==> images/layer_met2.png <==
(3 px per µm) Cells faint in the background.
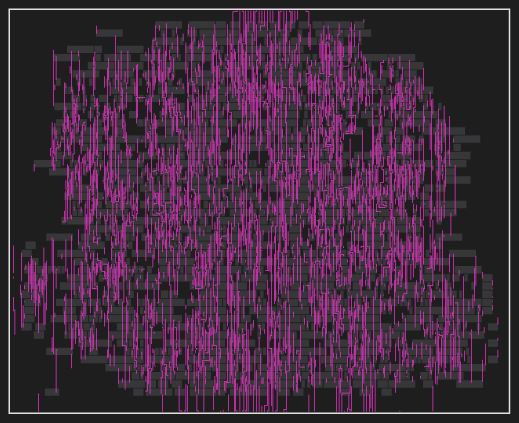
==> images/congestion.png <==
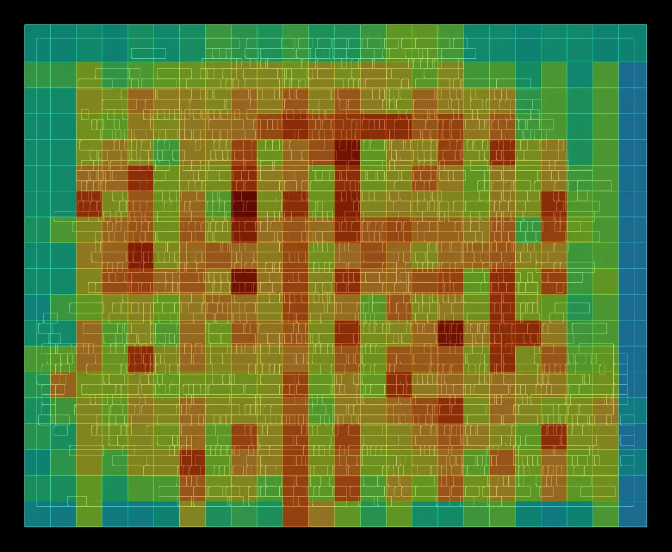
**config.mk**
```make
export PLATFORM = sky130hd
export DESIGN_NAME = dds_freq_meter
export DESIGN_NICKNAME = d
export VERILOG_FILES = /design/src/rtl/dds_freq_meter.sv
export SDC_FILE = /design/constraint.sdc
export NUM_CORES = 1
export LEC_CHECK = 0
export CORE_ASPECT_RATIO = 0.8
export CORE_MARGIN = 3
export CORE_UTILIZATION = 55
export CTS_CLUSTER_DIAMETER = 80
export DETAILED_ROUTE_END_ITERATION = 7
export HOLD_SLACK_MARGIN = 0.15
export PLACE_DENSITY = 0.82
export SLEW_MARGIN = 5
export SYNTH_ARGS = -nofsm -noshare
export SYNTH_HDL_FRONTEND = slang
export SYNTH_SLANG_ARGS = --single-unit
export TNS_END_PERCENT = 100
```
**constraint.sdc**
```tcl
create_clock -name clk -period 5.3 [get_ports clk]
set_input_delay 0.795 -clock clk [delete_from_list [all_inputs] [get_ports clk]]
set_output_delay 0.795 -clock clk [all_outputs]
set_load 0.005 [all_outputs]
```
**src/rtl/dds_freq_meter.sv**
```systemverilog
// Frequency meter for DDS sine/square inputs: times PERIODS hysteresis-qualified
// rising crossings and converts the span into a DDS frequency word by serial division.
module dds_freq_meter #(
  parameter int DATA_WIDTH  = 12,
  parameter int PHASE_WIDTH = 32,
  parameter int PERIODS     = 16,
  parameter int CNT_WIDTH   = 32,
  parameter int HYST        = 16
) (
  input  logic                         clk,
  input  logic                         rst_n,
  input  logic signed [DATA_WIDTH-1:0] wave_in,
  input  logic                         wave_valid,
  input  logic                         start,
  output logic                         busy,
  output logic                         done,
  output logic                         timeout,
  output logic [CNT_WIDTH-1:0]         period_cnt,
  output logic [PHASE_WIDTH-1:0]       fre_word
);

  localparam logic signed [DATA_WIDTH-1:0] HYST_POS = DATA_WIDTH'(HYST);
  localparam logic signed [DATA_WIDTH-1:0] HYST_NEG = -HYST_POS;
  localparam logic [CNT_WIDTH-1:0] CNT_MAX   = '1;
  localparam logic [CNT_WIDTH-1:0] CNT_ONE   = CNT_WIDTH'(1);
  localparam logic [CNT_WIDTH-1:0] PER_CNT   = CNT_WIDTH'(PERIODS);
  localparam logic [7:0]           XING_LAST = 8'(PERIODS - 1);
  localparam int                   BW        = $clog2(PHASE_WIDTH);
  localparam logic [BW-1:0]        BIT_LAST  = BW'(PHASE_WIDTH - 1);
  localparam logic [BW-1:0]        BIT_ONE   = BW'(1);

  typedef enum logic [2:0] {IDLE, ARM, MEAS, DIV, DONE} state_t;

  state_t                 state;
  logic                   sq;
  logic                   xing;
  logic [CNT_WIDTH-1:0]   cnt;
  logic [7:0]             xcnt;
  logic [CNT_WIDTH-1:0]   pc_r;
  logic                   to_r;
  logic [CNT_WIDTH-1:0]   rem;
  logic [PHASE_WIDTH-1:0] quo;
  logic [BW-1:0]          bit_idx;

  logic [CNT_WIDTH:0]     rem_sh;
  logic [CNT_WIDTH-1:0]   rem_diff;
  logic                   rem_ge;
  logic [CNT_WIDTH-1:0]   rem_nxt;

  // A result of exactly 2^PHASE_WIDTH or more cannot be represented, so clamp it.
  function automatic logic [PHASE_WIDTH-1:0] result_word(
    input logic                   to,
    input logic [CNT_WIDTH-1:0]   d,
    input logic [PHASE_WIDTH-1:0] q
  );
    logic [PHASE_WIDTH-1:0] r;
    if (to)
      r = '0;
    else if (d <= PER_CNT)
      r = '1;
    else
      r = q;
    return r;
  endfunction

  always_comb begin
    xing = wave_valid && !sq && (wave_in > HYST_POS);
  end

  always_ff @(posedge clk or negedge rst_n) begin
    if (!rst_n) begin
      sq <= 1'b0;
    end else if (wave_valid) begin
      if (wave_in > HYST_POS)
        sq <= 1'b1;
      else if (wave_in < HYST_NEG)
        sq <= 1'b0;
    end
  end

  // Restoring step: the dividend's upper part (PERIODS) is preloaded into rem,
  // then PHASE_WIDTH zero bits are shifted in one per cycle.
  always_comb begin
    rem_sh   = {rem, 1'b0};
    rem_diff = rem_sh[CNT_WIDTH-1:0] - pc_r;
    rem_ge   = rem_sh >= {1'b0, pc_r};
    rem_nxt  = rem_ge ? rem_diff : rem_sh[CNT_WIDTH-1:0];
  end

  always_ff @(posedge clk or negedge rst_n) begin
    if (!rst_n) begin
      state      <= IDLE;
      cnt        <= '0;
      xcnt       <= '0;
      pc_r       <= '0;
      to_r       <= 1'b0;
      rem        <= '0;
      quo        <= '0;
      bit_idx    <= '0;
      busy       <= 1'b0;
      done       <= 1'b0;
      timeout    <= 1'b0;
      period_cnt <= '0;
      fre_word   <= '0;
    end else begin
      done <= 1'b0;
      case (state)
        IDLE: begin
          busy <= start;
          if (start) begin
            state <= ARM;
            cnt   <= '0;
            to_r  <= 1'b0;
          end
        end
        ARM: begin
          if (cnt == CNT_MAX) begin
            state <= DONE;
            to_r  <= 1'b1;
          end else if (xing) begin
            state <= MEAS;
            cnt   <= '0;
            xcnt  <= '0;
          end else begin
            cnt <= cnt + CNT_ONE;
          end
        end
        MEAS: begin
          if (cnt == CNT_MAX) begin
            state <= DONE;
            to_r  <= 1'b1;
          end else begin
            cnt <= cnt + CNT_ONE;
            if (xing) begin
              if (xcnt == XING_LAST) begin
                state   <= DIV;
                pc_r    <= cnt + CNT_ONE;
                rem     <= PER_CNT;
                bit_idx <= '0;
              end else begin
                xcnt <= xcnt + 8'd1;
              end
            end
          end
        end
        DIV: begin
          rem     <= rem_nxt;
          quo     <= {quo[PHASE_WIDTH-2:0], rem_ge};
          bit_idx <= bit_idx + BIT_ONE;
          if (bit_idx == BIT_LAST)
            state <= DONE;
        end
        DONE: begin
          done       <= 1'b1;
          timeout    <= to_r;
          period_cnt <= to_r ? CNT_MAX : pc_r;
          fre_word   <= result_word(to_r, pc_r, quo);
          state      <= IDLE;
        end
        default: state <= IDLE;
      endcase
    end
  end

endmodule

```
==> results_dict.tcl <==
# yosys + openroad results
set metrics [dict create \
    outcome "complete, no violations" \
    drc_errors 0 \
    cellPowerDensity_nw_per_um2 511 \
    synth-edff-count 0 \
    ys.flop_type "dfrtp_1" \
    syn_inst 1296 \
    reg2regPathDepth 10 \
    num_rows 46 \
    crit_path_max_fanout 35 \
    cts_made_buffers 22 \
    largestClassByArea "multi-input combinational cells" \
    signal_buffers 92 \
    ant_nets 0 \
    r2r_start "cnt[0]$_DFFE_PN0P_" \
    placed_cells 1580 \
    drive_gt1_share_pct 4.96 \
    cpMaxStageDelayCell "or2_1" \
    setup_violations 0 \
    p_int_mw 4.09 \
    antenna_found_initial 0 \
    cts_max_path_buffers 3 \
    min_period_ns 3.81 \
    fp_util_pct 56.6 \
    grtUsageTotal_pct 23.6 \
    post-cts-setup-buffers 0 \
    start_kind "flip-flop" \
    swShare_pct 38.3 \
    ys_warn_count 0 \
    nFillCells 1554 \
    comb_cells 963 \
    criticalPathCategory "flip-flop to flip-flop" \
    ys_types 67 \
    clk_latency_ns 0.50 \
    crit_required_ns 5.65 \
    firstDrtPassIters 5 \
    finish.instance_area_um2 13000 \
    r2r_end "cnt[8]$_DFFE_PN0P_" \
    overflow 0 \
    critPathCaptureType "flip-flop" \
    fin_total_pwr_mw 6.63 \
    ys.flops 213 \
    path_clk_slew_ns 0.06 \
    buf_share_pct 6.94 \
    syn_area_um2 11300 \
    cp_cell_sequence "ha_1, nand3_1, nor2_1, nand4_2, nor3_2, nand4_1, nand2_1, a221o_2, or2_1, o31ai_1" \
    warnings 27 \
    die_h_um 134 \
    avgSynthCellArea_um2 8.71 \
    finalMaxSlewViolations 0 \
    rsz0062_at_grt "no" \
    fmax_mhz 262 \
    final_core_util_pct 64.9 \
    clkCellAreaFrac_pct 5.59 \
    seqPwrFrac_pct 32.8 \
    r2r_slack_ns 1.49 \
    final_cell_mix "nand2_1, dfrtp_1, nor2_1" \
    ff_count 213 \
    syn_nets 1349 \
    grt_max_degree 100 \
    inverters 48 \
    critical_path.top_delay_family "simple AND/OR/NAND/NOR gates" \
    dp_hpwl_um 18100 \
    min_period_over_period_pct 71.9 \
    slew_headroom_pct 24.0 \
    grt_pass1_wl_um 44400 \
    seq-cell-share_pct 41.1 \
    antennaDiodeCount 0 \
    place_congestion 0.914 \
    layoutNonFillerInstCount 1616 \
    hold_viol 0 \
    p_comb_share_pct 43.5 \
    cts.htree.levels 1 \
    clockRootBuffer "clkbuf_16" \
    via_per_inst 5.82 \
    nClkBuffers 29 \
    tap-cell-count 264 \
    comb-cell-share_pct 42.4 \
    cp.arrival_ns 4.16 \
    cp.buffers_inverters 0 \
    lay_top_count "nand2_1" \
    timing.critical_path.slowest_cell_delay_ns 0.60 \
    post_dp_cell_area_um2 12200 \
    logic_area_um2 5500 \
    power.share.clock_pct 23.8 \
    areaGrowthSynthToFinish_pct 14.8 \
    power.static_leakage_nw 5.90 \
    cts_tree "built" \
    cts_hold_buf 0 \
    numClockSinks 213 \
    p_sw_mw 2.53 \
    cts_resized 0 \
    tightest_slew_ns 1.14 \
    ff_latch_area_um2 5330 \
    irDropWorstVdd_mv 0.287 \
    drtIter0Drc 834 \
    synth_chip_area_um2 11300 \
    die_w_um 166 \
    core_area_um2 20000 \
    yosys_cells 1296 \
    max_cap_viol_count 0 \
    fin_skew_ns 0.0101 \
    cp-startpoint "cnt[0]$_DFFE_PN0P_" \
    io_pins 83 \
    portBuffers 82 \
    die-area_um2 22300 \
    nets 1393 \
    synth-seq-area-share_pct 47.2 \
    grt_pass1_vias 8833 \
    hold_class "primary input to asynchronous set/reset pin" \
    wl_per_cell_um 16.7 \
    async_flop_share_pct 100 \
    tns_ns 0 \
]
Notes on layer_met2.png above:
- share of all routed wire: 46%
- main direction: vertical
- wire length on this layer: 12500 µm
- longest straight run: 42.5 µm
met2 GRT Util: 37.9%
DRT Wirelength: 26900 µm
DR vias: 9413

Notes on congestion.png above:
grt met3 use: 4.04%
met1 Track Usage GR: 34.2%
global routing's busiest layer: met2

## power groups by stage
| stage | clock (mW) | sequential (mW) | combinational [mW] |
|---|---|---|---|
| 2_1_floorplan | 0 | 2.12 | 2.20 |
| 3_3_place_gp | 0 | 2.18 | 2.74 |
| 3_5_place_dp | 0 | 2.19 | 2.83 |
| 4_1_cts | 1.60 | 2.17 | 2.86 |
| 5_1_grt | 1.66 | 2.21 | 3.18 |
| 6_report | 1.58 | 2.17 | 2.88 |
## state kept, by name (all words and copies together) (netlist names), 3 cells and up
name	flops
cnt	32
rem	32
state	3
bit_idx	5
period_cnt	32
xcnt	8
fre_word	32
pc_r	32
quo	32
## kinds of logic after synthesis
logic type      Yosys count  synth area share, %
compound gates          311                 16.9
xor+xnor                 65                 5.04
fa+ha+maj                37                 4.17
buf+inv                 120                 4.33
flops                   213                 47.2
mux                      30                 2.70
simple gates            520                 19.7
## how the worst max path moves through the flow
| stage | depth (start not counted) | slack (ns) | end |
|---|---|---|---|
| floorplan | 13 | 2.31 | rem[31]$_DFFE_PN0P_ |
| global placement | 9 | 1.44 | cnt[6]$_DFFE_PN0P_ |
| detailed placement | 9 | 1.37 | cnt[10]$_DFFE_PN0P_ |
| CTS | 10 | 1.50 | cnt[8]$_DFFE_PN0P_ |
| global route | 10 | 1.17 | cnt[8]$_DFFE_PN0P_ |
| finish | 10 | 1.49 | cnt[8]$_DFFE_PN0P_ |
## worst register-to-register path, cell delays in order (launching register included)
cell	delay, ns
dfrtp_1	0.48
ha_1	0.28
nand3_1	0.19
nor2_1	0.41
nand4_2	0.31
nor3_2	0.30
nand4_1	0.21
nand2_1	0.17
a221o_2	0.55
or2_1	0.60
o31ai_1	0.18
## cells in the mapped netlist (4+ instances only)
cell type | instances | area (µm²)
nand2_1 | 261 | 980
nor2_1 | 154 | 578
nor2b_1 | 13 | 81.3
o21ai_1 | 44 | 220
a2bb2oi_1 | 6 | 52.6
nor3_1 | 12 | 60.1
mux2_2 | 4 | 45.0
buf_1 | 6 | 22.5
and3_1 | 11 | 68.8
nor4_1 | 11 | 68.8
xnor2_1 | 44 | 385
nand4_1 | 16 | 100
nand2b_1 | 6 | 37.5
o21ai_0 | 83 | 415
clkbuf_1 | 52 | 195
dfrtp_1 | 213 | 5330
a21oi_1 | 80 | 400
inv_1 | 48 | 180
ha_1 | 36 | 450
and2_1 | 5 | 31.3
buf_2 | 9 | 45.0
xor2_1 | 21 | 184
o31ai_1 | 47 | 353
nand3_1 | 15 | 75.1
mux2i_1 | 26 | 260
a31oi_1 | 4 | 25.0
a21o_1 | 14 | 105
## metrics by stage
step | hold slack, ns | setup WS [ns]
6_report | 0.351 | 1.49
4_1_cts | 0.410 | 1.50
2_1_floorplan | 0.446 | 2.31
3_3_place_gp | 0.462 | 1.44
5_1_grt | 0.428 | 1.17
3_5_place_dp | 0.466 | 1.37
## metal layers
metal / share of wire (%) / GRT usage (%) / vias up / wire length [µm]
li1: - / - / 4506 / -
met1: 45 / 34.2 / 4599 / 12200
met2: 46 / 37.9 / 267 / 12500
met3: 6.0 / 4.04 / 41 / 1610
met4: 2.1 / 5.73 / 0 / 573
met5: 0 / 0 / - / 0
Power is estimated from default activity; no workload was simulated.
